==> run_1/layer_met3.png <==
(2 px per um)
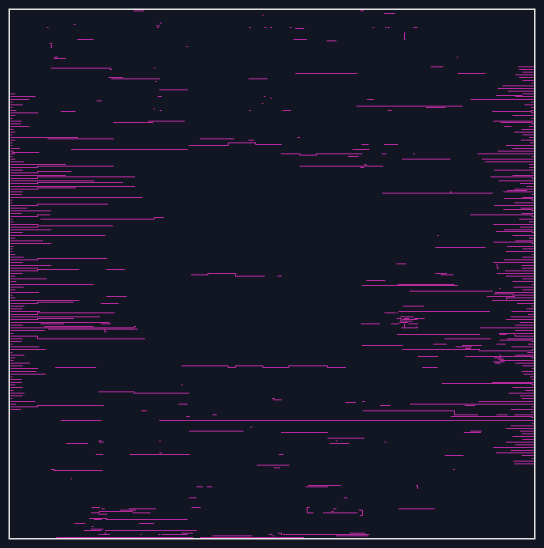
==> run_1/clocks.png <==
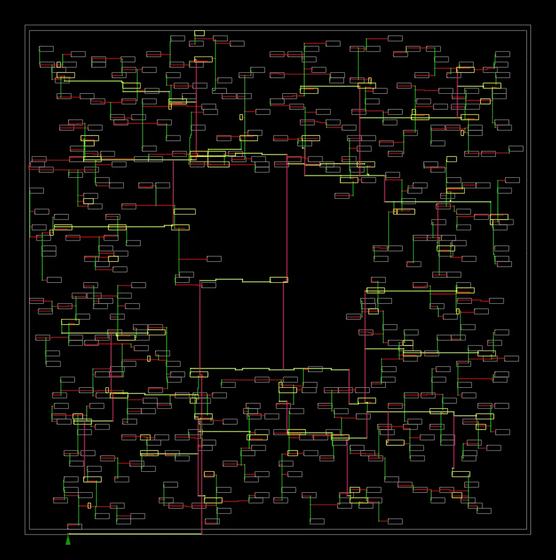
==> run_1/sizes.png <==
(2 px per um)
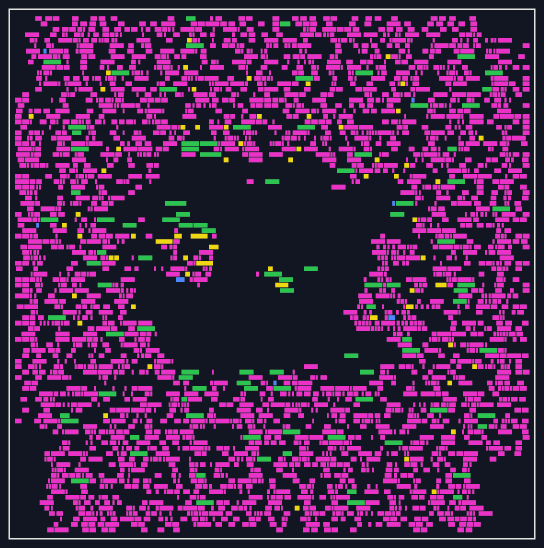
==> config.mk <==
export PLATFORM = sky130hd
export DESIGN_NAME = xts_sector_scheduler
export DESIGN_NICKNAME = d
export VERILOG_FILES = /design/src/rtl/xts_sector_scheduler.sv
export SDC_FILE = /design/constraint.sdc
export NUM_CORES = 1
export LEC_CHECK = 0
export CORE_AREA = 2 2 260 262
export CTS_CLUSTER_SIZE = 12
export DETAILED_ROUTE_END_ITERATION = 6
export DIE_AREA = 0 0 262 264
export PLACE_DENSITY = 0.51
export SLEW_MARGIN = 10
export SYNTH_ARGS = -nofsm -noshare
export SYNTH_HDL_FRONTEND = slang
export SYNTH_SLANG_ARGS = --single-unit
==> constraint.sdc <==
create_clock -name inClk -period 2.8 [get_ports inClk]
set_input_delay 0.28 -clock inClk [delete_from_list [all_inputs] [get_ports inClk]]
set_output_delay 0.28 -clock inClk [all_outputs]
set_load 0.01 [all_outputs]
==> run notes, run 1 <==
Results of the implementation run.

Per the breakdown, switching nets consume 24.1% of all power. The timing-limited maximum frequency came out at between 300 and 400 MHz. The number of cells on the critical path is 3. STA classifies the critical path endpoint as an output port. The worst hold path cell count is 2. The register share of total power came out at between 40% and 50%.

The run finished with clean final reports. The final clock skew came out at just under 0.02 ns. The worst setup slack for register-to-register paths came out at 0.18 ns.

The group that draws the most power in this run is the clock network. In this run, the number of DRC markers left after iteration 0 of detailed routing was ~1000. The worst endpoint data arrival time is roughly 2.4 ns. met1 track demand over resource after global routing is ~26%. The number of different library cells in the post-synthesis netlist is 47. The flow reports that combinational logic draws around an eighth of the design power. The synthesized area per cell came out at 8.12 um^2. The critical path in this run is classified as flop to output port.

The number of fill cells is ~6500. The starting utilization of the core area came out at ~28%. The critical-path maximum fanout is 9.
## Picture notes: layer_met3.png
share of all routed wire	7.8%
main direction	horizontal
nets with wire on the layer	389
number of vias after detailed routing: 18800
met3 track demand over resource: 6.13%
wire length after detailed routing: 76600 um

## Picture notes: clocks.png
CTS sink count: 408
FF+latch count: 408
CTS buffer count: 50
clock latency reported for the late side of the worst-skew pair: 0.59 ns
clock network power: 0.00644 W

## Picture notes: sizes.png
colour	size	cells	share
blue	_2 cells	7	0.24%
green	_6 and larger	95	3.2%
magenta	_0 and _1 cells	2788	94%
yellow	_3 and _4 cells	62	2.1%
final instance area: 28400 um^2
Syn-to-layout area delta: 50.9%
final setup margin: 0.151 ns
number of ordinary and repair buffers in the finished layout: 748

[run 1: logic make-up after synthesis]
family | share of synthesized area [%]
AND/OR/NAND/NOR | 18.0
multiplexers | 0.160
AND-OR/OR-AND | 21.7
buffers and inverters | 4.52
flip-flops | 43.4
XOR/XNOR | 12.1
adder cells (fa/ha/maj) | 0.133
[run 1: final cells by class]
type | count | area [um^2] | share of cell area (%)
inverter | 5 | 18.8 | 0.0661
timing repair buffer | 748 | 7610 | 26.8
tap | 873 | 1090 | 3.85
clock buffer | 76 | 1520 | 5.35
clock inverter | 8 | 93.8 | 0.330
multi-input combinational | 1707 | 9860 | 34.7
sequential | 408 | 8170 | 28.8
antenna | 13 | 32.5 | 0.115
--- run 2 (diff from run 1) ---
--- a/config.mk
+++ b/config.mk
@@ -9,6 +9,7 @@
 export CTS_CLUSTER_SIZE = 12
 export DETAILED_ROUTE_END_ITERATION = 6
 export DIE_AREA = 0 0 262 264
+export GPL_TIMING_DRIVEN = 0
 export PLACE_DENSITY = 0.51
 export SLEW_MARGIN = 10
 export SYNTH_ARGS = -nofsm -noshare
==> run_2/clocks.png <==
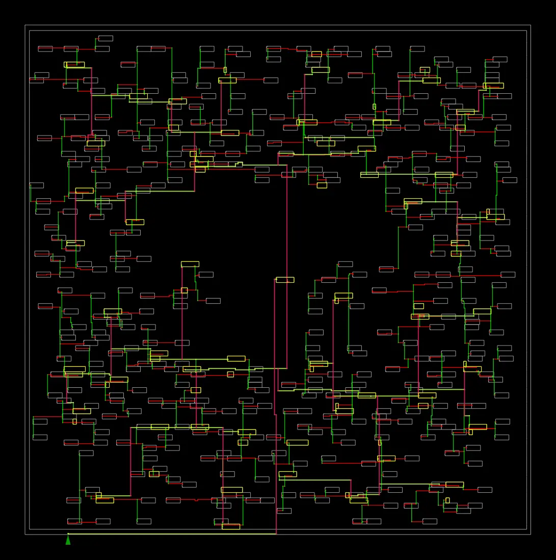
clock buffers: 73
Worst Clk Skew: 0.0229 ns
clock network power: 0.00664 W
clock latency reported for the late side of the worst-skew pair: 0.60 ns

==> run_2/metal_density.png <==
(1.5 px per um) 26 x 26 tiles, from black (low) to pale yellow (high), scaled to the fullest tile. Values are wire area over tile area, all layers added.
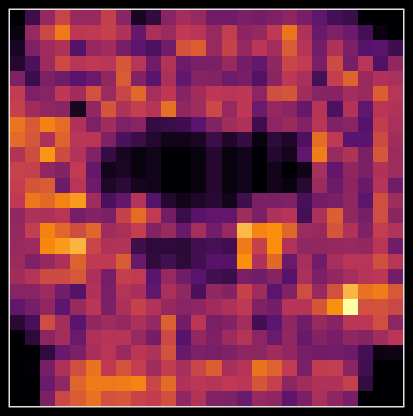
fullest tile	0.55
tiles over half the peak	23%
emptiest ninth of the die	centre
mean over tiles	0.20
nearly empty tiles	4.6%
DR WL/cell: 22.3 um
number of vias after detailed routing: 19800
wire length after detailed routing: 88400 um
global-route usage over all layers: 24.6%

==> run_2/flops_by_reg.png <==
(1.5 px per um)
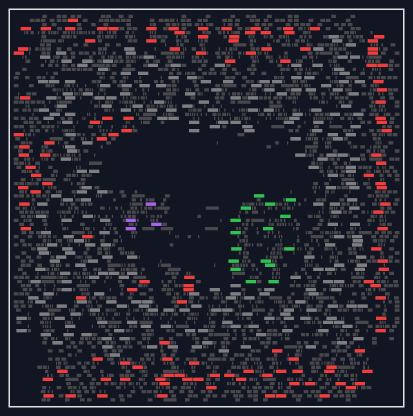
colour	name in the netlist	flops
green	`count_q`	16
purple	`state_q`	4
red	`outCoreData`	128
not coloured	260
register fraction of the total cell area: 28.7%
Seq. pwr: 0.00605 W
Final Util: 42.7%
Sequential cell area: 8170 um^2

==> run 2 against run 1 <==
Clock-buffer cell count fell by 3. Worst hold slack gained 0.065 ns. Maximum frequency shrank 2.4%. Critical path type unchanged.
==> run notes, run 2 <==
Results of the implementation run.

The number of cells on the critical path was 4 (was 3). The met1 track demand over resource came out at 30.7% (was 25.9%). The count of clock tree sinks came out at 408 (unchanged).

The worst hold path cell count was 3 (was 2). The biggest area consumer among cell classes is multi-input combinational cells (unchanged). The total combinational power was 0.00189 W (was 0.00185 W). The adder-cell share of the synthesized area came out at 0.133% (unchanged).

The number of inverters outside the clock class in the layout came out at 5 (unchanged). The portion of total power attributed to combinational logic is 12.9% (about the same). The synthesized area per cell came out at 8.12 um^2 (unchanged).

The starting utilization of the core area is 28.3% (unchanged). The non-clock buffer area fraction after layout came out at 26.8% (about the same). The multi-input gate count was 1707 (unchanged).

The largest power group is the clock network (unchanged). The number of DRC violations after detailed-routing iteration 0 is 1228 (was 1039). The dominant kind of combinational cell is AND-OR/OR-AND gates (unchanged). The worst setup slack for register-to-register paths came to 0.15 ns (was 0.18 ns). The combinational gate area came out at 9850 um^2 (was 9860 um^2). The area growth from synthesis to layout came to 51.0% (was 50.9%). The net switching share of the total power is 25.1% (was 24.1%). The timing-limited maximum frequency came out at 368 MHz (was 378 MHz). The met3 usage in global routing was 5.46% (was 6.13%). The number of buffers other than clock buffers in the final layout came out at 870 (was 748). The simple-gate share of the synthesized area came out at 18.0% (unchanged).

The number of inserted diodes is 3 (was 13). The xor/xnor cell area share of the yosys netlist is 12.1% (unchanged). The register share of total power is 41.5% (was 42.2%).

The proportion of cell area occupied by multi-input gates came out at 34.7% (about the same). The critical setup path kind is flop to output port (unchanged). The tapcell count came to 873 (unchanged).

The number of different library cells in the post-synthesis netlist came out at 47 (unchanged). The synthesized-area fraction occupied by ao, oa, aoi and oai cells came out at 21.7% (unchanged). The worst endpoint data arrival time came out at 2.44 ns (was 2.37 ns). The clock network area share came out at 5.82% (was 5.68%). RSZ-0062 raised after global routing: yes (was no). The share of the cycle needed by the critical path after routing came to 97.0% (was 94.6%). The TritonCTS buffer count came out at 50 (unchanged).

The final sequential cell count was 408 (unchanged). The kind of end point of the critical path is an output port (unchanged). Status: complete, no violations (unchanged).
==> run 2: through the flow <==
step           setup TNS [ns]  worst slack [ns]  instance area, um^2
2_1_floorplan               0             0.836                18800
3_3_place_gp          -328.35             -1.39                26600
3_5_place_dp          -280.08            -0.949                26600
4_1_cts              -0.00577          -0.00577                28300
5_1_grt               -0.0134           -0.0134                28400
6_report                    0            0.0846                28400
==> run 2: cells by family (layout without fill, tap and decap cells) <==
group	Yosys count	after routing
AOI/OAI and AO/OA	582	582
other	0	3
muxes	3	3
xor gates and xnor gates	260	260
DFF	408	408
adders and majority gates	2	2
buffers and inverters	202	963
and+or+nand+nor	860	860
==> run 2: timing repair <==
item	4_1_cts	5_1_grt
buffers inserted	1	4
gates resized	13	18
pin swaps	0	1
endpoints found under the hold margin	0	0
setup endpoints to repair	362	196
Power is estimated from default activity; no workload was simulated.
